**src/rtl/igr_wadj_pkg.sv**
```systemverilog
// Shared types and constants for the ingress width-adjuster flow controller.
package igr_wadj_pkg;

  // Width of the saturating statistics counters.
  localparam int unsigned CNT_W = 32;

  // CSR reset defaults for the pause and drop thresholds (in FIFO words).
  localparam logic [15:0] PAUSE_THR_DEF = 16'h0800;
  localparam logic [15:0] DROP_THR_DEF  = 16'h0FC0;

  // Per-packet admission state.
  typedef enum logic [1:0] {
    PKT_IDLE = 2'd0,
    PKT_PASS = 2'd1,
    PKT_DROP = 2'd2
  } pkt_state_e;

  // MAC pause state.
  typedef enum logic {
    PAUSE_XON  = 1'b0,
    PAUSE_XOFF = 1'b1
  } pause_state_e;

  // Unsigned a - b, clamped at zero instead of wrapping.
  function automatic logic [15:0] sat_sub16(input logic [15:0] a, input logic [15:0] b);
    return (a > b) ? (a - b) : 16'h0000;
  endfunction

endpackage

```
**src/rtl/igr_wadj_sat_cnt.sv**
```systemverilog
// Saturating up-counter with synchronous clear; clear wins over increment.
module igr_wadj_sat_cnt #(
  parameter int unsigned W = 32
) (
  input  logic         clk,
  input  logic         reset_n,
  input  logic         clr_i,
  input  logic         inc_i,
  output logic [W-1:0] cnt_o
);

  logic [W-1:0] cnt_q;

  // Count up, hold at all-ones, clear on request.
  always_ff @(posedge clk or negedge reset_n) begin
    if (!reset_n) begin
      cnt_q <= '0;
    end else if (clr_i) begin
      cnt_q <= '0;
    end else if (inc_i && (cnt_q != {W{1'b1}})) begin
      cnt_q <= cnt_q + W'(1);
    end
  end

  assign cnt_o = cnt_q;

endmodule

```
**src/rtl/igr_wadj_flow_ctrl.sv**
```systemverilog
// Ingress admission and flow control between the width-adjusted stream and
// the ingress packet FIFO: per-packet drop decision at SOP, hysteretic MAC
// pause request, and saturating statistics.
module igr_wadj_flow_ctrl
  import igr_wadj_pkg::*;
#(
  parameter int unsigned DATA_W   = 64,
  parameter int unsigned LVL_W    = 16,
  parameter int unsigned HYST     = 64,
  parameter int unsigned MIN_HOLD = 32
) (
  input  logic              clk,
  input  logic              reset_n,
  input  logic              cfg_rx_pause_en,
  input  logic [15:0]       cfg_rx_pause_threshold,
  input  logic [15:0]       cfg_drop_threshold,
  input  logic [LVL_W-1:0]  fifo_level,
  input  logic              fifo_afull,
  input  logic              in_valid,
  output logic              in_ready,
  input  logic [DATA_W-1:0] in_data,
  input  logic              in_sop,
  input  logic              in_eop,
  output logic              fifo_wr_en,
  output logic [DATA_W-1:0] fifo_wr_data,
  output logic              fifo_wr_sop,
  output logic              fifo_wr_eop,
  output logic              rx_pause_req,
  input  logic              stat_clr,
  output logic [CNT_W-1:0]  drop_pkt_cnt,
  output logic [CNT_W-1:0]  pause_evt_cnt,
  output logic              err_sop_in_pkt
);

  localparam int unsigned       HOLD_W   = $clog2(MIN_HOLD) + 1;
  localparam logic [HOLD_W-1:0] HOLD_REL = HOLD_W'(MIN_HOLD - 1);
  localparam logic [HOLD_W-1:0] HOLD_MAX = {HOLD_W{1'b1}};
  localparam logic [15:0]       HYST_LV  = 16'(HYST);

  pkt_state_e        pkt_q;
  pause_state_e      pause_q;
  logic [HOLD_W-1:0] hold_q;
  logic              wr_en_q;
  logic [DATA_W-1:0] wr_data_q;
  logic              wr_sop_q;
  logic              wr_eop_q;
  logic              pause_req_q;
  logic              err_q;

  logic [15:0] level_c;
  logic [15:0] release_thr_c;
  logic        accept_c;
  logic        sop_acc_c;
  logic        beat_acc_c;
  logic        drop_dec_c;
  logic        wr_c;
  logic        err_set_c;
  logic        drop_inc_c;
  logic        pause_on_c;
  logic        pause_off_c;

  // Level is compared as an unsigned 16-bit quantity.
  assign level_c       = 16'(fifo_level);
  assign release_thr_c = sat_sub16(cfg_rx_pause_threshold, HYST_LV);

  // A packet being dropped is drained unconditionally so it never stalls ingress.
  assign in_ready   = (pkt_q == PKT_DROP) ? 1'b1 : !fifo_afull;
  assign accept_c   = in_valid && in_ready;
  assign sop_acc_c  = accept_c && in_sop;
  assign beat_acc_c = accept_c && !in_sop;

  // Admission decision, only meaningful on an accepted SOP beat.
  assign drop_dec_c = (level_c >= cfg_drop_threshold);
  assign drop_inc_c = sop_acc_c && drop_dec_c;

  assign wr_c = (sop_acc_c && !drop_dec_c) ||
                (beat_acc_c && (pkt_q == PKT_PASS));

  // Protocol error: SOP inside an open packet, or a body beat with no packet open.
  assign err_set_c = (sop_acc_c && (pkt_q != PKT_IDLE)) ||
                     (beat_acc_c && (pkt_q == PKT_IDLE));

  assign pause_on_c  = (pause_q == PAUSE_XON) && cfg_rx_pause_en &&
                       (level_c >= cfg_rx_pause_threshold);
  assign pause_off_c = !cfg_rx_pause_en ||
                       ((level_c < release_thr_c) && (hold_q >= HOLD_REL));

  // Packet FSM: a new SOP always restarts the decision, abandoning any open packet.
  always_ff @(posedge clk or negedge reset_n) begin
    if (!reset_n) begin
      pkt_q <= PKT_IDLE;
    end else if (sop_acc_c) begin
      if (in_eop) begin
        pkt_q <= PKT_IDLE;
      end else if (drop_dec_c) begin
        pkt_q <= PKT_DROP;
      end else begin
        pkt_q <= PKT_PASS;
      end
    end else if (beat_acc_c && in_eop) begin
      pkt_q <= PKT_IDLE;
    end
  end

  // One-cycle registered write path into the FIFO.
  always_ff @(posedge clk or negedge reset_n) begin
    if (!reset_n) begin
      wr_en_q   <= 1'b0;
      wr_data_q <= '0;
      wr_sop_q  <= 1'b0;
      wr_eop_q  <= 1'b0;
    end else begin
      wr_en_q  <= wr_c;
      wr_sop_q <= wr_c && in_sop;
      wr_eop_q <= wr_c && in_eop;
      if (wr_c) begin
        wr_data_q <= in_data;
      end
    end
  end

  // Sticky protocol-error flag, cleared together with the statistics.
  always_ff @(posedge clk or negedge reset_n) begin
    if (!reset_n) begin
      err_q <= 1'b0;
    end else if (stat_clr) begin
      err_q <= 1'b0;
    end else if (err_set_c) begin
      err_q <= 1'b1;
    end
  end

  // Pause FSM with minimum hold time and release hysteresis.
  always_ff @(posedge clk or negedge reset_n) begin
    if (!reset_n) begin
      pause_q     <= PAUSE_XON;
      hold_q      <= '0;
      pause_req_q <= 1'b0;
    end else begin
      case (pause_q)
        PAUSE_XON: begin
          if (pause_on_c) begin
            pause_q     <= PAUSE_XOFF;
            hold_q      <= '0;
            pause_req_q <= 1'b1;
          end
        end
        PAUSE_XOFF: begin
          if (pause_off_c) begin
            pause_q     <= PAUSE_XON;
            pause_req_q <= 1'b0;
          end else if (hold_q != HOLD_MAX) begin
            hold_q <= hold_q + HOLD_W'(1);
          end
        end
        default: begin
          pause_q     <= PAUSE_XON;
          pause_req_q <= 1'b0;
        end
      endcase
    end
  end

  // Dropped-packet statistics.
  igr_wadj_sat_cnt #(
    .W (CNT_W)
  ) u_drop_cnt (
    .clk     (clk),
    .reset_n (reset_n),
    .clr_i   (stat_clr),
    .inc_i   (drop_inc_c),
    .cnt_o   (drop_pkt_cnt)
  );

  // XON to XOFF transition statistics.
  igr_wadj_sat_cnt #(
    .W (CNT_W)
  ) u_pause_cnt (
    .clk     (clk),
    .reset_n (reset_n),
    .clr_i   (stat_clr),
    .inc_i   (pause_on_c),
    .cnt_o   (pause_evt_cnt)
  );

  assign fifo_wr_en     = wr_en_q;
  assign fifo_wr_data   = wr_data_q;
  assign fifo_wr_sop    = wr_sop_q;
  assign fifo_wr_eop    = wr_eop_q;
  assign rx_pause_req   = pause_req_q;
  assign err_sop_in_pkt = err_q;

endmodule

```
**config.mk**
```make
export PLATFORM = sky130hd
export DESIGN_NAME = igr_wadj_flow_ctrl
export DESIGN_NICKNAME = d
export VERILOG_FILES = /design/src/rtl/igr_wadj_pkg.sv /design/src/rtl/igr_wadj_sat_cnt.sv /design/src/rtl/igr_wadj_flow_ctrl.sv
export SDC_FILE = /design/constraint.sdc
export NUM_CORES = 1
export LEC_CHECK = 0
export CORE_MARGIN = 5
export CORE_UTILIZATION = 37
export DETAILED_ROUTE_END_ITERATION = 8
export PLACE_DENSITY = 0.71
export SYNTH_ARGS = -nofsm -noshare
export SYNTH_HDL_FRONTEND = slang
export SYNTH_SLANG_ARGS = --single-unit
```
**constraint.sdc**
```tcl
create_clock -name clk -period 2.9 [get_ports clk]
set_clock_uncertainty 0.15 [all_clocks]
set_input_delay 0.58 -clock clk [delete_from_list [all_inputs] [get_ports clk]]
set_output_delay 0.58 -clock clk [all_outputs]
set_load 0.02 [all_outputs]
```
==> run_1/wire_density.png <==
The die is cut into 31 by 31 equal tiles; black is low, pale yellow is high, scaled to the fullest tile. Values are wire area over tile area, all layers added.
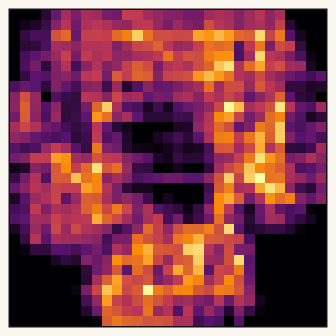
fullest tile	0.48
emptiest ninth of the die	bottom right
tiles over half the peak	29%
DR WL/cell: 18.47 um
gr usage total: 20.91%
Detailed Route WL: 26520 um

==> run_1/gate_families.png <==
Scale bar: 50 um.
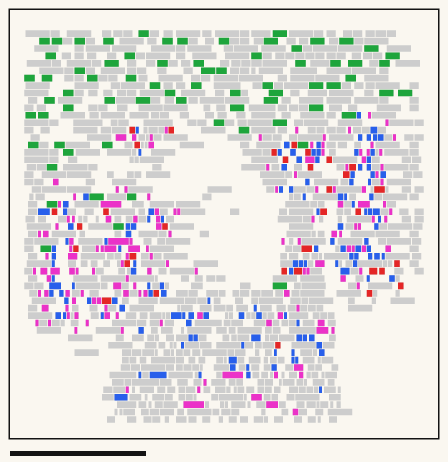
color	family	cells	most used
magenta	NOR gates	143	nor2_1
blue	NAND gates	133	nand3_1
green	multiplexers	70	mux2_2
red	AND and OR gates	33	and3_1
Final Non-Filler Cells: 1436
logic share of the area: 35.94%

==> run_1/clock_map.png <==
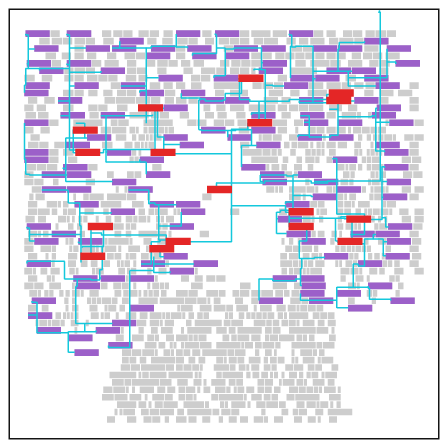
[purple] flip-flops | count: 142
[cyan] clock wires | length: 1970 um
[red] cells driving clock nets | count: 17
routed clock nets	18
clk_lat worst skew: 0.42 ns
Clock net power: 0.00220 W
Clk pwr share: 27.0%

run 1: worst max-delay path, cell delays in order:
cell and delay [ns]:
clkdlybuf4s50_1 0.44, nor2_2 0.16, nand4b_1 0.20, buf_6 0.20, nand2_4 0.06, ha_4 0.19, a211oi_2 0.24, nor2_2 0.08
o41ai_4 0.45, a21oi_2 0.15, buf_4 0.16, or2_4 0.23, a22o_1 0.17
run 1: power breakdown:
group	leakage, nW	internal [W]	switching [W]
registers	1.83	0.00247	0.000305
clock network	0.282	0.00132	0.000880
logic	3.40	0.00172	0.00143
total	5.51	0.00551	0.00262
run 1: worst paths after layout:
path	startpoint	endpoint	slack, ns	depth (start not counted)
worst max-delay path	cfg_rx_pause_threshold[15]	hold_q[1]$_DFFE_PN0P_	-0.26	13
worst min-delay path	err_sop_in_pkt$_DFFE_PN0P_	err_sop_in_pkt$_DFFE_PN0P_	0.35	2
worst max register to register	u_drop_cnt.cnt_o[6]$_DFFE_PN0P_	u_drop_cnt.cnt_o[17]$_DFFE_PN0P_	0.21	8
worst min register to register	err_sop_in_pkt$_DFFE_PN0P_	err_sop_in_pkt$_DFFE_PN0P_	0.35	2
max in group asynchronous	reset_n	u_pause_cnt.cnt_o[30]$_DFFE_PN0P_	1.32	3
min in group asynchronous	reset_n	fifo_wr_data[63]$_DFFE_PN0N_	0.53	2
run 1: logic make-up after synthesis:
logic type	after synthesis
xor+xnor	55
compound gates	86
simple gates	309
flops	142
fa+ha+maj	52
buf+inv	75
mux	70
run 1: area by class of cell:
class / count / area (sq um) / share of cell area, %
clock buffers: 19 / 452.9 / 3.510
flip-flops and latches: 142 / 3553 / 27.54
diodes: 1 / 2.502 / 0.01939
clock inverters: 12 / 136.4 / 1.057
repair buffers: 370 / 3606 / 27.95
inverters: 45 / 171.4 / 1.328
multi-input cells: 572 / 4637 / 35.94
well taps: 275 / 344.1 / 2.667
run 1: layout by cell type, fill, tap and decap left out, types with 4 or more instances in the layout:
cell type	instances
and3_1	11
nor4_1	5
inv_2	10
o21ai_0	11
buf_16	4
nor4_4	4
xor2_1	23
nor2b_1	9
buf_8	4
or3_1	4
buf_4	93
and2_1	7
nand2_1	40
a21oi_2	8
inv_1	34
nand3_1	47
mux2_4	22
xnor2_1	31
a31oi_1	4
nand4_1	31
mux2_2	47
ha_4	13
nor2_1	86
buf_6	11
buf_12	9
a21oi_1	21
dfrtp_1	142
nor3_1	20
dlygate4sd2_1	26
nor3_2	5
clkbuf_16	17
clkbuf_2	5
a21o_1	5
ha_1	37
clkdlybuf4s50_1	208
run 1: what timing repair did:
item,4_1_cts,5_1_grt
endpoints found under the setup margin,103,72
hold endpoints to repair,46,0
hold buffers,1,0
resized,152,48
cloned,5,0
pin swaps,43,32
buffers inserted,18,11
run 1: stage by stage:
stage	area [sq um]	TNS [ns]
after floorplan	8063	-1.202
after global placement	11470	-78.19
after detailed placement	11470	-82.51
after CTS	12720	-0.1735
after global routing	12900	-2.036
final	12900	-1.162
run 1: routing by layer:
layer / GRT usage, % / routed length [um]
met1: 25.87 / 10750
met2: 35.90 / 13890
met4: 7.893 / 741
met5: 0 / 0
met3: 4.482 / 1139
==> results.sh, run 1 <==
# implementation run metrics
export IMPL_gp_congestion=0.8534
export IMPL_drc=0
export IMPL_largest_area_cell="dfrtp_1"
export IMPL_dr_pass1_iters=7
export IMPL_holdWs_ns=0.3526
export IMPL_period_minus_slack_ns=3.161
export IMPL_top_cells_by_area="dfrtp_1 (44%), mux2_2 (8.7%), ha_1 (8.1%)"
export IMPL_tool_warnings=30
export IMPL_nets=1320
export IMPL_finalMaxSlewViolations=0
export IMPL_topCombFamilyByArea="simple AND/OR/NAND/NOR gates"
export IMPL_fin_crit_sh_pct=109.0
export IMPL_grt_overflow=0
export IMPL_drv_cap=0
export IMPL_power_total_w=0.008122
export IMPL_relSlewSlack_pct=62.16
export IMPL_vias=7392
export IMPL_dieHeight_um=156.9
export IMPL_final_hold_viol_count=0
export IMPL_ios=254
export IMPL_clockBufferDepth=2
export IMPL_simple_gate_share_pct=20.13
export IMPL_die_x_um=156.9
export IMPL_cts_made_buffers=17
export IMPL_ys_sh_aoi_pct=7.175
export IMPL_async_flop_share_pct=100.0
export IMPL_cts_sinks=142
export IMPL_common_cells="dfrtp_1 (142), nor2_1 (91), mux2_2 (62)"
export IMPL_postRouteAntennaNets=0
export IMPL_grt_max_degree=57
export IMPL_yosysMostFrequentCell="dfrtp_1"
export IMPL_viasPerCell=5.148
export IMPL_synthFlopType="dfrtp_1"
export IMPL_ir_worst_vdd_uv=551.8
export IMPL_worst_pin_slew_ns=0.5633
export IMPL_start_kind="input pin"
export IMPL_clk_pin_slew_worst_paths_ns=0.06
export IMPL_syn_nets=961
export IMPL_synth_area_sq_um=7986
export IMPL_cp_required_ns=3.05
export IMPL_antenna_found_initial=1
export IMPL_fmax_ghz=0.3163
export IMPL_synth_top_area_share_pct=44.49
export IMPL_synth_adder_area_share_pct=8.147
export IMPL_core_sq_um=21150
export IMPL_place_inst=1372
export IMPL_hpwlAfterDp_um=18720
export IMPL_synth_avg_cell_area_sq_um=10.12
export IMPL_status="complete, but fails checks"
export IMPL_grt_pass1_wl_um=40880
export IMPL_mux_share_pct=9.854
export IMPL_ys_sh_xor_pct=6.032
export IMPL_area_growth_pct=61.57
export IMPL_drtIter0Drc=351
export IMPL_synth_cells=789
export IMPL_grt_pass1_vias=7699
export IMPL_critical_path_max_fanout=7
export IMPL_leakagePower_nw=5.515
export IMPL_p_per_area_nw_per_um2=629.4
export IMPL_cts_root_buffer="clkbuf_16"
export IMPL_yosys_area_sq_um=7986
export IMPL_pre_cts_ws_ns=-1.014
export IMPL_setup_viol=8
export IMPL_ys_types=64
export IMPL_ys_flops=142
export IMPL_portBuffers=253
export IMPL_row_count=53
export IMPL_fill_cells=1697
export IMPL_hold_path_class="flop to flop"
export IMPL_setup_ws_ns=-0.2612
export IMPL_synth_stat_cells=789
export IMPL_violations="setup timing"
export IMPL_rsz0062_at_grt="yes"
export IMPL_dieArea_sq_um=24620
export IMPL_edf_count=0
export IMPL_postSynthSeqShare_pct=44.49
export IMPL_fp_util_pct=37.75
export IMPL_cp_end_kind="flop"
export IMPL_largest_reg_flops=64
export IMPL_cts_htree_levels=4
export IMPL_yosysWarnings=0
export IMPL_final_util_pct=61.00
==> run_1/final_placement.png <==
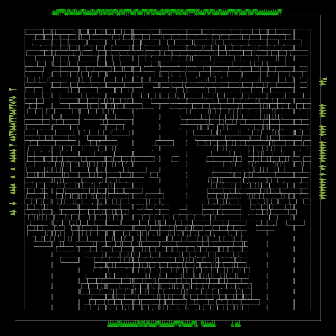

--- run 2 (diff from run 1) ---
--- a/config.mk
+++ b/config.mk
@@ -11,2 +11,3 @@
 export PLACE_DENSITY = 0.71
+export SLEW_MARGIN = 20
 export SYNTH_ARGS = -nofsm -noshare
==> constraint.sdc (replaced) <==
create_clock -name clk -period 2.9 [get_ports clk]
set_clock_uncertainty 0.15 [all_clocks]
set_input_delay 0.87 -clock clk [delete_from_list [all_inputs] [get_ports clk]]
set_output_delay 0.87 -clock clk [all_outputs]
set_load 0.02 [all_outputs]
==> run_2/final_placement.png <==
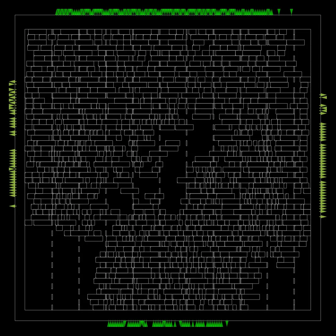
# fillers: 1641
CORE AREA: 21150 sq um
sequential cell area share: 26.09%
Final Non-Filler Cells: 1450

==> results.sh, run 2 <==
# implementation run metrics
export IMPL_period_minus_slack_ns=3.311
export IMPL_dieHeight_um=156.9
export IMPL_cts_root_buffer="clkbuf_16"
export IMPL_postRouteAntennaNets=0
export IMPL_wirelength_um=26390
export IMPL_cts_sinks=142
export IMPL_nets=1334
export IMPL_final_hold_viol_count=0
export IMPL_layout_top_cell="clkdlybuf4s50_1"
export IMPL_grt_usage_pct=20.74
export IMPL_violations="setup timing"
export IMPL_grt_max_degree=66
export IMPL_synth_top_area_share_pct=44.49
export IMPL_dr_pass1_iters=5
export IMPL_synth_stat_cells=789
export IMPL_largest_reg_flops=64
export IMPL_cp_required_ns=3.05
export IMPL_synthFlopType="dfrtp_1"
export IMPL_tool_warnings=30
export IMPL_die_x_um=156.9
export IMPL_drv_cap=0
export IMPL_status="complete, but fails checks"
export IMPL_row_count=53
export IMPL_ir_worst_vdd_uv=511.1
export IMPL_relSlewSlack_pct=54.37
export IMPL_grt_pass1_wl_um=40660
export IMPL_n_antenna_cell=0
export IMPL_sequentialPowerShare_pct=33.3
export IMPL_rsz0062_at_grt="yes"
export IMPL_clk_pin_slew_worst_paths_ns=0.07
export IMPL_internal_power_w=0.005654
export IMPL_setup_ws_ns=-0.4114
export IMPL_antenna_found_initial=0
export IMPL_cts_made_buffers=17
export IMPL_ff2ff_setup_slack_ns=0.16
export IMPL_fin_setup_tns_ns=-8.715
export IMPL_fin_crit_sh_pct=114.2
export IMPL_area_growth_pct=70.55
export IMPL_leakagePower_nw=5.786
export IMPL_p_per_area_nw_per_um2=618.4
export IMPL_setup_viol=79
export IMPL_grt_overflow=0
[run 2: logic make-up after synthesis]
group           Yosys count  synth area share, %
simple gates            309                20.13
flops                   142                44.49
compound gates           86                7.175
buf+inv                  75                4.167
mux                      70                9.854
xor+xnor                 55                6.032
fa+ha+maj                52                8.147
[run 2: layout make-up]
class | instances | area (sq um)
fillers | 1641 | 7533
clock buffers | 18 | 429.2
multi-input cells | 572 | 5246
clock inverters | 14 | 150.1
flip-flops and latches | 142 | 3553
repair buffers | 384 | 3719
well taps | 275 | 344.1
inverters | 45 | 178.9
[run 2: stage by stage]
stage          utilization, %  hold WS, ns  cell area (sq um)  cells
2_1_floorplan               -       0.3507               8409    789
3_3_place_gp            55.98       0.3411              11840   1379
3_5_place_dp            55.98       0.3409              11840   1379
4_1_cts                 62.79       0.1873              13280   1439
5_1_grt                 64.39       0.1999              13620   1450
6_report                64.39       0.1904              13620   1450
[run 2: how the worst min path moves through the flow]
stage,from,endpoint,slack [ns],cells after the start
after floorplan,pkt_q[1]$_DFFE_PN0P_,pkt_q[1]$_DFFE_PN0P_,0.35,2
after global placement,fifo_wr_data[7]$_DFFE_PN0N_,fifo_wr_data[7]$_DFFE_PN0N_,0.34,1
after detailed placement,fifo_wr_data[47]$_DFFE_PN0N_,fifo_wr_data[47]$_DFFE_PN0N_,0.34,1
after CTS,reset_n,fifo_wr_data[23]$_DFFE_PN0N_,0.19,1
after global routing,reset_n,fifo_wr_data[23]$_DFFE_PN0N_,0.20,1
final,reset_n,fifo_wr_data[23]$_DFFE_PN0N_,0.19,1
[run 2: what timing repair did]
item	CTS	global route
cloned	6	2
setup buffers	23	13
setup endpoints to repair	142	116
gates resized	233	112
pin swaps	80	60
[run 2: power by group through the flow]
stage | clock network (W) | registers (W) | logic [W]
floorplan | 0 | 0.00335 | 0.00106
global placement | 0 | 0.00279 | 0.00313
detailed placement | 0 | 0.00281 | 0.00317
CTS | 0.00220 | 0.00279 | 0.00340
global route | 0.00228 | 0.00286 | 0.00363
finish | 0.00216 | 0.00280 | 0.00347
[run 2: routing by layer]
metal / part of all wire, % / vias to the layer above / global-route usage, % / wire length, um
met3: 4.4 / 54 / 4.124 / 1161
met4: 3.0 / 0 / 7.066 / 787
met1: 41 / 3665 / 26.55 / 10880
met2: 51 / 202 / 35.20 / 13560
li1: - / 3552 / - / -
met5: 0 / - / 0 / 0
[run 2: critical path, cell delays in order]
cell	delay, ns
buf_6	0.10
nor4_4	0.27
a41oi_2	0.16
nand4b_1	0.27
buf_4	0.21
o21ai_2	0.06
ha_1	0.25
a21o_1	0.18
nand3_2	0.08
a21oi_2	0.06
a2111oi_4	0.31
a21oi_2	0.14
o21ai_2	0.19
mux2_4	0.31
--- run 3 (diff from run 2) ---
- CTS_CLUSTER_SIZE: not set -> 40
==> run_3/final_placement.png <==
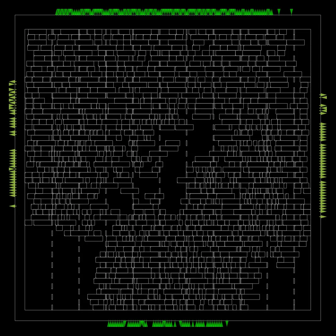
FP Rows: 53
Util after Layout: 64.39%
seq_cells: 142
n_taps: 275

==> results.sh, run 3 <==
# implementation run metrics
export IMPL_fin_setup_tns_ns=-8.715
export IMPL_cp_required_ns=3.05
export IMPL_crit_buf_inv=2
export IMPL_grt_usage_pct=20.74
export IMPL_path_delay_family="AND-OR/OR-AND gates"
export IMPL_drive_above_1_share_pct=35.40
export IMPL_final_hold_viol_count=0
export IMPL_layout_top_cell="clkdlybuf4s50_1"
export IMPL_cp_end_kind="flop"
export IMPL_slowest_delay_ns=0.31
export IMPL_fill_cells=1641
export IMPL_largest_reg_flops=64
export IMPL_core_sq_um=21150
export IMPL_seq_area_sq_um=3553
export IMPL_worstSetupStartpoint="cfg_rx_pause_threshold[3]"
export IMPL_topCombFamilyByArea="simple AND/OR/NAND/NOR gates"
export IMPL_postRouteAntennaNets=0
export IMPL_cp_cell_sequence="buf_6 > nor4_4 > a41oi_2 > nand4b_1 > buf_4 > o21ai_2 > ha_1 > a21o_1 > nand3_2 > a21oi_2 > a2111oi_4 > a21oi_2 > o21ai_2 > mux2_4"
export IMPL_cts_root_buffer="clkbuf_16"
export IMPL_simple_gate_share_pct=20.13
export IMPL_async_flop_share_pct=100.0
export IMPL_critPathSlowestCell="a2111oi_4"
export IMPL_die_x_um=156.9
export IMPL_period_minus_slack_ns=3.311
export IMPL_crit_arrival_ns=3.46
export IMPL_grt_pass1_wl_um=40660
export IMPL_cts_sinks=142
export IMPL_antenna_found_initial=0
export IMPL_dieHeight_um=156.9
export IMPL_clk_pin_slew_worst_paths_ns=0.07
export IMPL_dr_pass1_iters=5
export IMPL_ys_sh_xor_pct=6.032
export IMPL_drv_cap=0
export IMPL_critical_path_max_fanout=5
export IMPL_leakagePower_nw=5.786
export IMPL_placed_area_sq_um=11840
export IMPL_combGateArea_sq_um=5246
export IMPL_portBuffers=253
export IMPL_hpwlAfterDp_um=18620
export IMPL_nets=1334
export IMPL_fin_crit_sh_pct=114.2
export IMPL_grt_max_degree=66
export IMPL_setup_viol=79
export IMPL_cts_hold_buffers=0
export IMPL_setup_ws_ns=-0.4114
export IMPL_critical_path_cell_count=14
export IMPL_p_per_area_nw_per_um2=618.4
export IMPL_mux_share_pct=9.854
export IMPL_tool_warnings=30
export IMPL_ys_sh_aoi_pct=7.175
export IMPL_rsz0062_at_grt="yes"
export IMPL_wirelength_um=26390
export IMPL_ys_flops=142
export IMPL_grt_overflow=0
export IMPL_synth_stat_cells=789
export IMPL_synth_adder_area_share_pct=8.147
export IMPL_n_antenna_cell=0
export IMPL_relSlewSlack_pct=54.37
export IMPL_area_growth_pct=70.55
export IMPL_fin_area_sq_um=13620
export IMPL_synthFlopType="dfrtp_1"
export IMPL_ff2ff_setup_slack_ns=0.16
export IMPL_ir_worst_vdd_uv=511.1
export IMPL_fmax_ghz=0.3020
export IMPL_edf_count=0
export IMPL_viasPerCell=5.154
export IMPL_cts_made_buffers=17
export IMPL_synth_top_area_share_pct=44.49
export IMPL_violations="setup timing"
export IMPL_status="complete, but fails checks"
export IMPL_common_cells="dfrtp_1 (142), nor2_1 (91), mux2_2 (62)"
## run 3: cell counts after synthesis
No cell type changed its count.
## run 3: logic make-up after synthesis
| family | after synthesis |
|---|---|
| multiplexers | 70 |
| AND/OR/NAND/NOR | 309 |
| flip-flops | 142 |
| adder cells (fa/ha/maj) | 52 |
| AND-OR/OR-AND | 86 |
| XOR/XNOR | 55 |
| buffers and inverters | 75 |
## run 3: worst register-to-register path, delay by kind of cell, from the launching register on
kind | cells | cell delay, ns
AND/OR/NAND/NOR | 6 | 1.26
multiplexers | 1 | 0.29
flip-flops | 1 | 0.50
buffers and inverters | 2 | 0.41
## run 3: worst min-delay path by stage
| stage | startpoint | end | cells after the start |
|---|---|---|---|
| final | reset_n | fifo_wr_data[23]$_DFFE_PN0N_ | 1 |
| after global routing | reset_n | fifo_wr_data[23]$_DFFE_PN0N_ | 1 |
| after floorplan | pkt_q[1]$_DFFE_PN0P_ | pkt_q[1]$_DFFE_PN0P_ | 2 |
| after global placement | fifo_wr_data[7]$_DFFE_PN0N_ | fifo_wr_data[7]$_DFFE_PN0N_ | 1 |
| after detailed placement | fifo_wr_data[47]$_DFFE_PN0N_ | fifo_wr_data[47]$_DFFE_PN0N_ | 1 |
| after CTS | reset_n | fifo_wr_data[23]$_DFFE_PN0N_ | 1 |
## run 3: layout make-up
| type | count | area share [%] |
|---|---|---|
| inverter | 45 | 1.314 |
| clock inverter | 14 | 1.102 |
| timing repair buffer | 384 | 27.30 |
| sequential | 142 | 26.09 |
| tap | 275 | 2.526 |
| clock buffer | 18 | 3.151 |
| multi-input combinational | 572 | 38.52 |
## run 3: power breakdown
| part | total [W] | leakage [nW] | switching, W | internal [W] |
|---|---|---|---|---|
| clock network | 0.00216 | 0.276 | 0.000937 | 0.00122 |
| registers | 0.00280 | 1.83 | 0.000328 | 0.00247 |
| logic | 0.00347 | 3.68 | 0.00150 | 0.00196 |
| total | 0.00842 | 5.79 | 0.00277 | 0.00565 |
## run 3: through the flow
step | std cells | hold WS, ns
2_1_floorplan | 789 | 0.3507
3_3_place_gp | 1379 | 0.3411
3_5_place_dp | 1379 | 0.3409
4_1_cts | 1439 | 0.1873
5_1_grt | 1450 | 0.1999
6_report | 1450 | 0.1904
## run 3: routing by layer
metal  part of all wire (%)  global-route usage [%]
met1                     41                   26.55
met2                     51                   35.20
met3                    4.4                   4.124
met4                    3.0                   7.066
met5                      0                       0
## run 3: what timing repair did
action	CTS	global route
setup endpoints to repair	142	116
resized	233	112
pin swaps	80	60
gates cloned	6	2
buffers inserted	23	13
Power is estimated from default activity; no workload was simulated.
